### src/rtl/phy_rx_pkg.sv
// Shared definitions for the two-lane PHY receive sync controller: lane FSM
// encoding and default comma/sync parameters.
package phy_rx_pkg;

  typedef logic [1:0] lane_state_t;

  localparam lane_state_t ST_SEARCH = 2'd0;
  localparam lane_state_t ST_ALIGN  = 2'd1;
  localparam lane_state_t ST_ACTIVE = 2'd2;

  localparam logic [7:0] COM_BYTE_DEF   = 8'hBC;
  localparam int         SYNC_COUNT_DEF = 4;
`ifdef PHY_RX_SYNC_LOSS_EN
  localparam int         LOSS_THR_DEF   = 4;
`endif

endpackage

### src/rtl/phy_rx_lane_sync.sv
// One receive lane: bit deserializer, byte-boundary counter, comma alignment FSM
// and payload hold register. Loss-of-sync tracking exists only with PHY_RX_SYNC_LOSS_EN.
module phy_rx_lane_sync
  import phy_rx_pkg::*;
#(
  parameter logic [7:0] COM_BYTE   = COM_BYTE_DEF,
  parameter int         SYNC_COUNT = SYNC_COUNT_DEF
`ifdef PHY_RX_SYNC_LOSS_EN
  ,
  parameter int         LOSS_THR   = LOSS_THR_DEF
`endif
) (
  input  logic       clk,
  input  logic       rst_n,
  input  logic       data_in,
  input  logic       clr,
  output logic [7:0] hold,
  output logic       pending,
  output logic       load,
  output logic       active
);

  localparam logic [3:0] SYNC_TGT = 4'(SYNC_COUNT);
`ifdef PHY_RX_SYNC_LOSS_EN
  localparam logic [3:0] LOSS_TGT = 4'(LOSS_THR);
`endif

  logic [7:0]  sr_r;
  logic [2:0]  bcnt_r;
  lane_state_t state_r;
  logic [3:0]  com_cnt_r;
  logic [7:0]  hold_r;
  logic        pending_r;
  logic        active_r;

  lane_state_t state_s;
  logic [3:0]  com_cnt_s;
  logic [2:0]  bcnt_s;
  logic        load_s;
  logic        drop_s;
  logic        comma_s;
  logic        boundary_s;

`ifdef PHY_RX_SYNC_LOSS_EN
  logic [3:0]  loss_cnt_r;
  logic [3:0]  loss_cnt_s;
`endif

  assign comma_s    = (sr_r == COM_BYTE);
  assign boundary_s = (bcnt_r == 3'd7);

  // Alignment FSM next-state; the boundary counter is only re-phased on first comma in SEARCH
  always_comb begin
    state_s   = state_r;
    com_cnt_s = com_cnt_r;
    bcnt_s    = bcnt_r + 3'd1;
    load_s    = 1'b0;
    drop_s    = 1'b0;
`ifdef PHY_RX_SYNC_LOSS_EN
    loss_cnt_s = loss_cnt_r;
`endif
    case (state_r)
      ST_SEARCH: begin
        if (comma_s) begin
          bcnt_s    = 3'd0;
          com_cnt_s = 4'd1;
          if (SYNC_TGT == 4'd1) begin
            state_s = ST_ACTIVE;
          end else begin
            state_s = ST_ALIGN;
          end
        end else begin
          com_cnt_s = 4'd0;
        end
      end
      ST_ALIGN: begin
        if (boundary_s && comma_s) begin
          com_cnt_s = com_cnt_r + 4'd1;
          if (com_cnt_s == SYNC_TGT) begin
            state_s = ST_ACTIVE;
          end else begin
            state_s = ST_ALIGN;
          end
        end else if (boundary_s) begin
          state_s   = ST_SEARCH;
          com_cnt_s = 4'd0;
        end else begin
          state_s = ST_ALIGN;
        end
      end
      ST_ACTIVE: begin
        if (boundary_s && !comma_s) begin
          load_s = 1'b1;
        end else begin
          load_s = 1'b0;
        end
`ifdef PHY_RX_SYNC_LOSS_EN
        // A comma seen off the byte grid means the line has slipped
        if (comma_s && boundary_s) begin
          loss_cnt_s = 4'd0;
        end else if (comma_s) begin
          loss_cnt_s = loss_cnt_r + 4'd1;
          if (loss_cnt_s == LOSS_TGT) begin
            state_s    = ST_SEARCH;
            com_cnt_s  = 4'd0;
            loss_cnt_s = 4'd0;
            drop_s     = 1'b1;
          end else begin
            state_s = ST_ACTIVE;
          end
        end else begin
          loss_cnt_s = loss_cnt_r;
        end
`endif
      end
      default: begin
        state_s   = ST_SEARCH;
        com_cnt_s = 4'd0;
      end
    endcase
  end

  // Shift register, boundary counter and FSM state
  always_ff @(posedge clk or negedge rst_n) begin
    if (!rst_n) begin
      sr_r      <= 8'h00;
      bcnt_r    <= 3'd0;
      state_r   <= ST_SEARCH;
      com_cnt_r <= 4'd0;
      active_r  <= 1'b0;
`ifdef PHY_RX_SYNC_LOSS_EN
      loss_cnt_r <= 4'd0;
`endif
    end else begin
      sr_r      <= {sr_r[6:0], data_in};
      bcnt_r    <= bcnt_s;
      state_r   <= state_s;
      com_cnt_r <= com_cnt_s;
      active_r  <= (state_s == ST_ACTIVE);
`ifdef PHY_RX_SYNC_LOSS_EN
      loss_cnt_r <= loss_cnt_s;
`endif
    end
  end

  // Payload hold register; a fresh byte beats a same-cycle grant clear
  always_ff @(posedge clk or negedge rst_n) begin
    if (!rst_n) begin
      hold_r    <= 8'h00;
      pending_r <= 1'b0;
    end else begin
      if (load_s) begin
        hold_r <= sr_r;
      end
      if (drop_s) begin
        pending_r <= 1'b0;
      end else if (load_s) begin
        pending_r <= 1'b1;
      end else if (clr) begin
        pending_r <= 1'b0;
      end
    end
  end

  assign hold    = hold_r;
  assign pending = pending_r;
  assign load    = load_s;
  assign active  = active_r;

endmodule

### src/rtl/phy_rx_sync_ctrl.sv
// Two-lane receive sync controller with round-robin byte arbiter and sticky overflow.
// Optional loss-of-sync detection is enabled by defining PHY_RX_SYNC_LOSS_EN.
module phy_rx_sync_ctrl
  import phy_rx_pkg::*;
#(
  parameter logic [7:0] COM_BYTE   = COM_BYTE_DEF,
  parameter int         SYNC_COUNT = SYNC_COUNT_DEF
`ifdef PHY_RX_SYNC_LOSS_EN
  ,
  parameter int         LOSS_THR   = LOSS_THR_DEF
`endif
) (
  input  logic       clk_32f,
  input  logic       reset,
  input  logic       data_in0,
  input  logic       data_in1,
  output logic [7:0] data_out,
  output logic       valid_out,
  output logic       lane_out,
  output logic       active0,
  output logic       active1,
  output logic       overflow
);

  logic [7:0] hold0_s;
  logic [7:0] hold1_s;
  logic       pend0_s;
  logic       pend1_s;
  logic       load0_s;
  logic       load1_s;
  logic       grant0_s;
  logic       grant1_s;
  logic       gsel_s;
  logic       any_s;

  logic [7:0] data_out_r;
  logic       valid_out_r;
  logic       lane_out_r;
  logic       last_grant_r;
  logic       overflow_r;

  phy_rx_lane_sync #(
    .COM_BYTE   (COM_BYTE),
    .SYNC_COUNT (SYNC_COUNT)
`ifdef PHY_RX_SYNC_LOSS_EN
    ,
    .LOSS_THR   (LOSS_THR)
`endif
  ) u_lane0 (
    .clk     (clk_32f),
    .rst_n   (reset),
    .data_in (data_in0),
    .clr     (grant0_s),
    .hold    (hold0_s),
    .pending (pend0_s),
    .load    (load0_s),
    .active  (active0)
  );

  phy_rx_lane_sync #(
    .COM_BYTE   (COM_BYTE),
    .SYNC_COUNT (SYNC_COUNT)
`ifdef PHY_RX_SYNC_LOSS_EN
    ,
    .LOSS_THR   (LOSS_THR)
`endif
  ) u_lane1 (
    .clk     (clk_32f),
    .rst_n   (reset),
    .data_in (data_in1),
    .clr     (grant1_s),
    .hold    (hold1_s),
    .pending (pend1_s),
    .load    (load1_s),
    .active  (active1)
  );

  // Round-robin selection: contention goes to the lane not served last
  always_comb begin
    gsel_s = last_grant_r;
    any_s  = 1'b0;
    if (pend0_s && pend1_s) begin
      gsel_s = ~last_grant_r;
      any_s  = 1'b1;
    end else if (pend0_s) begin
      gsel_s = 1'b0;
      any_s  = 1'b1;
    end else if (pend1_s) begin
      gsel_s = 1'b1;
      any_s  = 1'b1;
    end else begin
      gsel_s = last_grant_r;
      any_s  = 1'b0;
    end
  end

  assign grant0_s = any_s & ~gsel_s;
  assign grant1_s = any_s & gsel_s;

  // Registered output stage and sticky overflow
  always_ff @(posedge clk_32f or negedge reset) begin
    if (!reset) begin
      data_out_r   <= 8'h00;
      valid_out_r  <= 1'b0;
      lane_out_r   <= 1'b0;
      last_grant_r <= 1'b1;
      overflow_r   <= 1'b0;
    end else begin
      valid_out_r <= any_s;
      if (any_s) begin
        data_out_r   <= gsel_s ? hold1_s : hold0_s;
        lane_out_r   <= gsel_s;
        last_grant_r <= gsel_s;
      end
      if ((load0_s && pend0_s && !grant0_s) || (load1_s && pend1_s && !grant1_s)) begin
        overflow_r <= 1'b1;
      end
    end
  end

  assign data_out  = data_out_r;
  assign valid_out = valid_out_r;
  assign lane_out  = lane_out_r;
  assign overflow  = overflow_r;

endmodule

### config.mk
export PLATFORM = sky130hd
export DESIGN_NAME = phy_rx_sync_ctrl
export DESIGN_NICKNAME = d
export VERILOG_FILES = /design/src/rtl/phy_rx_pkg.sv /design/src/rtl/phy_rx_lane_sync.sv /design/src/rtl/phy_rx_sync_ctrl.sv
export SDC_FILE = /design/constraint.sdc
export NUM_CORES = 1
export LEC_CHECK = 0
export ABC_CLOCK_PERIOD_IN_PS = 2800
export CORE_UTILIZATION = 41
export CTS_BUF_LIST = sky130_fd_sc_hd__clkbuf_2 sky130_fd_sc_hd__clkbuf_4 sky130_fd_sc_hd__clkbuf_8
export CTS_CLUSTER_SIZE = 10
export DETAILED_ROUTE_END_ITERATION = 16
export PLACE_DENSITY_LB_ADDON = 0.08
export SLEW_MARGIN = 10
export SYNTH_ARGS = -nofsm -noshare
export SYNTH_HDL_FRONTEND = slang
export SYNTH_HIERARCHICAL = 1
export SYNTH_SLANG_ARGS = --single-unit
### constraint.sdc
create_clock -name clk_32f -period 2.8 [get_ports clk_32f]
set_input_delay 0.42 -clock clk_32f [delete_from_list [all_inputs] [get_ports clk_32f]]
set_output_delay 0.42 -clock clk_32f [all_outputs]
set_load 0.05 [all_outputs]
Fig. 1: clock nets
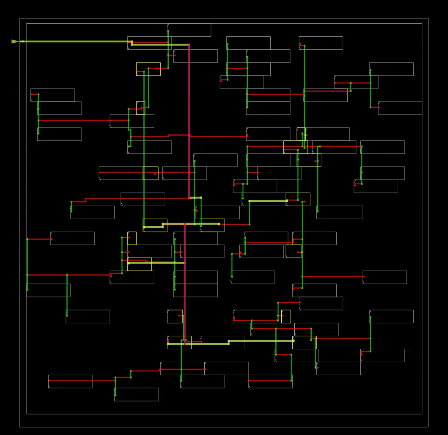
cts bufs inserted: 9
clock network power: 687 uW
FF+latch count: 66
clock buffers: 9

Fig. 2: I/O nets highlighted
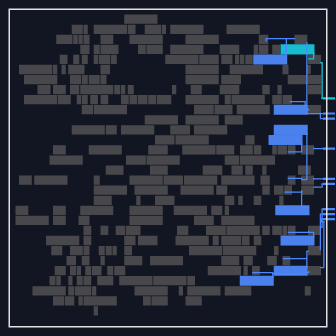
Key: blue = data_out [bits 8, direction output, end cells 8, buffers 8, wire 162 um]; cyan = valid_out [bits 1, direction output, end cells 1, buffers 1, wire 13.9 um]
Boundary Pins: 17
port bufs: 16

Fig. 3: drive-strength map
Scale bar: 20 um.
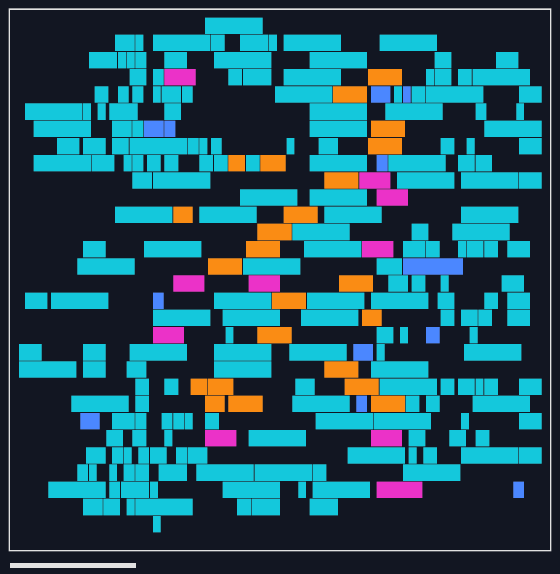
Key: cyan = x1 and smaller [cells 207, share 82%]; blue = x2 [cells 12, share 4.8%]; magenta = x6 and larger [cells 10, share 4.0%]; orange = x3 and x4 [cells 23, share 9.1%]
area growth from synthesis to layout: 13.6%
PnR worst setup slack: 0.560 ns

Fig. 4: wiring by layer
Scale bar: 20 um.
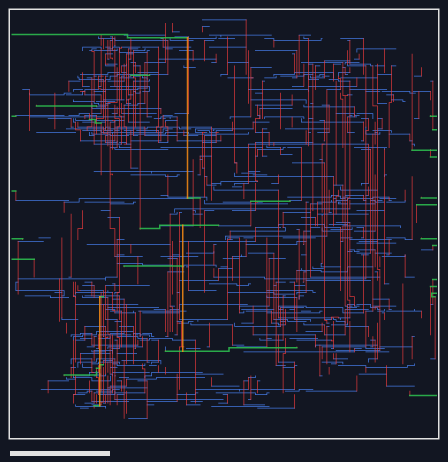
Key: blue = M1 [wire length 2660 um]; orange = M4 [wire length 78.9 um]; green = M3 [wire length 166 um]; red = M2 [wire length 2370 um]
drt total wl: 5270 um
vias post-DR: 1785

==> impl_metrics.py <==
# Metrics from the implementation run
metrics = {
    "yosys": {
        "synthXorXnorAreaFrac_pct": 0.613,
        "ys_cells": 225,
        "common_cells": "dfrtp_1 (65), mux2_4 (16), nor2_1 (14), nor2b_1 (14), nand2_1 (12)",
        "ys_sh_aoi_pct": 13.2,
        "edf_count": 0,
        "syn_nets": 237,
        "logic_family": "AND-OR/OR-AND gates",
        "yosysWarnings": 6,
        "netlist.area_leader.share_pct": 57.0,
        "ys_sh_simple_pct": 12.5,
        "async_reset_ff_share_pct": 100,
        "yosysUniqueCellTypes": 45,
        "synth.avg_cell_area_um2": 12.7,
        "mux_area_share_pct": 8.81,
        "topCellsByArea": "dfrtp_1 (57%), mux2_4 (8.4%), ha_1 (3.5%)",
        "synth-seq-cells": 66,
        "yosysChipArea_um2": 2860,
        "netlist_area_um2": 2860,
        "synthMostInstantiatedCell": "dfrtp_1",
        "largest_area_cell": "dfrtp_1",
        "synth_cells": 225,
        "ys_seq_share_pct": 57.9,
        "synth_top_flop_cell": "dfrtp_1",
        "fa_ha_area_share_pct": 3.51,
    },
    "pwr": {
        "power.group.top": "sequential cells",
        "leakage_uw": 0.00155,
        "powerComb_uw": 182,
        "ir_drop_uv": 220,
        "intPower_uw": 1390,
        "switching_power_uw": 505,
        "p_clk_share_pct": 36.3,
        "power.density_nw_per_um2": 584,
        "p_sw_share_pct": 26.6,
        "powerSeq_uw": 1030,
        "pwr-share-seq_pct": 54.1,
        "combPwrFrac_pct": 9.6,
    },
    "drt": {
        "drc": 0,
        "wl_per_cell_um": 15.9,
        "vias_per_cell": 5.38,
        "antenna_left": 0,
        "drtIter0Drc": 90,
        "firstDrtPassIters": 4,
    },
    "critical_path": {
        "worstPathArrival_ns": 2.46,
        "critPathSlowestCell": "or4_4",
        "crit_type": "reg2reg",
        "crit_start": "u_lane0/sr_r[6]",
        "r2r_end": "overflow",
        "start_kind": "register",
        "cp_cell_sequence": "nand4b_1 -> or4_4 -> and3_1 -> mux2_1 -> a31o_1",
        "path_max_fanout": 10,
        "crit_path_end_kind": "register",
        "path_depth": 5,
        "critPathRequiredTime_ns": 3.02,
        "cp.buffers_inverters": 0,
        "rr_worst_depth": 5,
        "cp-endpoint": "overflow",
        "critPathTopFamily": "simple AND/OR/NAND/NOR gates",
        "worstReg2RegStart": "u_lane0/sr_r[6]",
        "r2r_slack_ns": 0.56,
        "cp_slowest_stage_delay_ns": 0.52,
    },
    "timing": {
        "finalSetupViolCount": 0,
        "rsz0062_at_grt": "false",
        "setup_tns_ns": 0,
        "slew_headroom_pct": 54.9,
        "finalHoldViolations": 0,
        "finalCritPeriodShare_pct": 80.0,
        "fmax_mhz": 446,
        "maxSlewViolCount": 0,
        "max_slew.worst_pin.slew_ns": 0.677,
        "fin_crit_ns": 2.24,
        "skew_ns": 0.00977,
    },
    "global_routing": {
        "antenna_found_initial": 0,
        "overflow": 0,
        "grt_start_max_net_pins": 40,
        "grt_pass1_vias": 1755,
        "grt_pass1_wl_um": 9170,
        "grt_usage_pct": 16.7,
    },
    "placement": {
        "place_congestion": 0.815,
        "place_area_um2": 3070,
        "hpwl_um": 3520,
        "placedCellCount": 316,
    },
    "cells_and_area": {
        "nets": 259,
        "fill_cells": 621,
        "logic_area_um2": 1100,
        "instances_no_fill": 332,
        "diodes": 0,
        "layout-drive-gt1-share_pct": 17.9,
        "finish.instance_area_um2": 3240,
        "flop_area_um2": 1650,
    },
    "clock_tree": {
        "cts_tree": "done",
        "cts-root-buf": "clkbuf_8",
        "post_cts_resized": 0,
        "ctsHoldBuffers": 0,
        "clk_pin_slew_ns": 0.08,
        "cts_sinks": 66,
        "worstSkewPairLatency_ns": 0.34,
        "clockBufferDepth": 2,
        "htreeDepth": 3,
        "cts_setup_buffers": 0,
    },
    "floorplanning": {
        "core_um2": 6760,
        "fp_util_pct": 42.3,
        "die_area_um2": 7300,
        "die_w_um": 85.5,
        "die_height_um": 85.5,
        "std_cell_rows": 30,
    },
    "worst_hold_path": {
        "hp-class": "in2async",
    },
    "job": {
        "log.warning_count": 28,
        "maxCapViolations": 0,
    },
    "status": {
        "status": "complete, no violations",
    },
}
==> stage by stage <==
| step | util (%) | total power, uW | hold WS (ns) | worst slack (ns) |
|---|---|---|---|---|
| floorplan | - | 1160 | 0.124 | 0.812 |
| global placement | 45.5 | 1220 | 0.373 | 0.623 |
| detailed placement | 45.5 | 1220 | 0.388 | 0.574 |
| CTS | 48.0 | 1920 | 0.117 | 0.550 |
| global route | 48.0 | 2000 | 0.136 | 0.475 |
| finish | 48.0 | 1890 | 0.103 | 0.560 |
==> cell usage in the layout, fill, tap and decap left out, types with 3 or more instances in the layout <==
master / count
nor3_1: 4
nand3_1: 4
mux2_4: 16
ha_1: 8
nand2_1: 12
inv_1: 6
dfrtp_1: 65
nor2b_1: 14
a21oi_1: 4
clkinv_2: 4
o22ai_1: 8
nor2_1: 14
clkdlybuf4s50_1: 15
a41o_1: 4
clkbuf_8: 9
a211oi_1: 8
clkinv_4: 3
o21ai_0: 6
==> cell type report <==
class	instances	area share (%)
clock buffers	9	3.82
clock inverters	7	1.43
inverters	7	0.810
multi-input cells	144	34.0
flip-flops and latches	66	51.0
well taps	80	3.09
repair buffers	19	5.86
==> registers in the layout, indices dropped and copies added, names as in the netlist, 2 cells and up <==
| register | cells |
|---|---|
| u_lane1/com_cnt_r | 4 |
| u_lane0/state_r | 2 |
| u_lane0/hold | 8 |
| u_lane0/sr_r | 8 |
| u_lane1/bcnt_r | 3 |
| u_lane1/hold | 8 |
| u_lane0/com_cnt_r | 4 |
| data_out | 8 |
| u_lane0/bcnt_r | 3 |
| u_lane1/sr_r | 8 |
| u_lane1/state_r | 2 |
==> layer usage <==
metal	vias to the layer above	track usage, %	routed length (um)
met1	874	23.5	2660
met3	7	4.67	166
li1	868	-	-
met2	36	24.1	2370
met5	-	0	0
met4	0	7.42	78
Power is estimated from default activity; no workload was simulated.
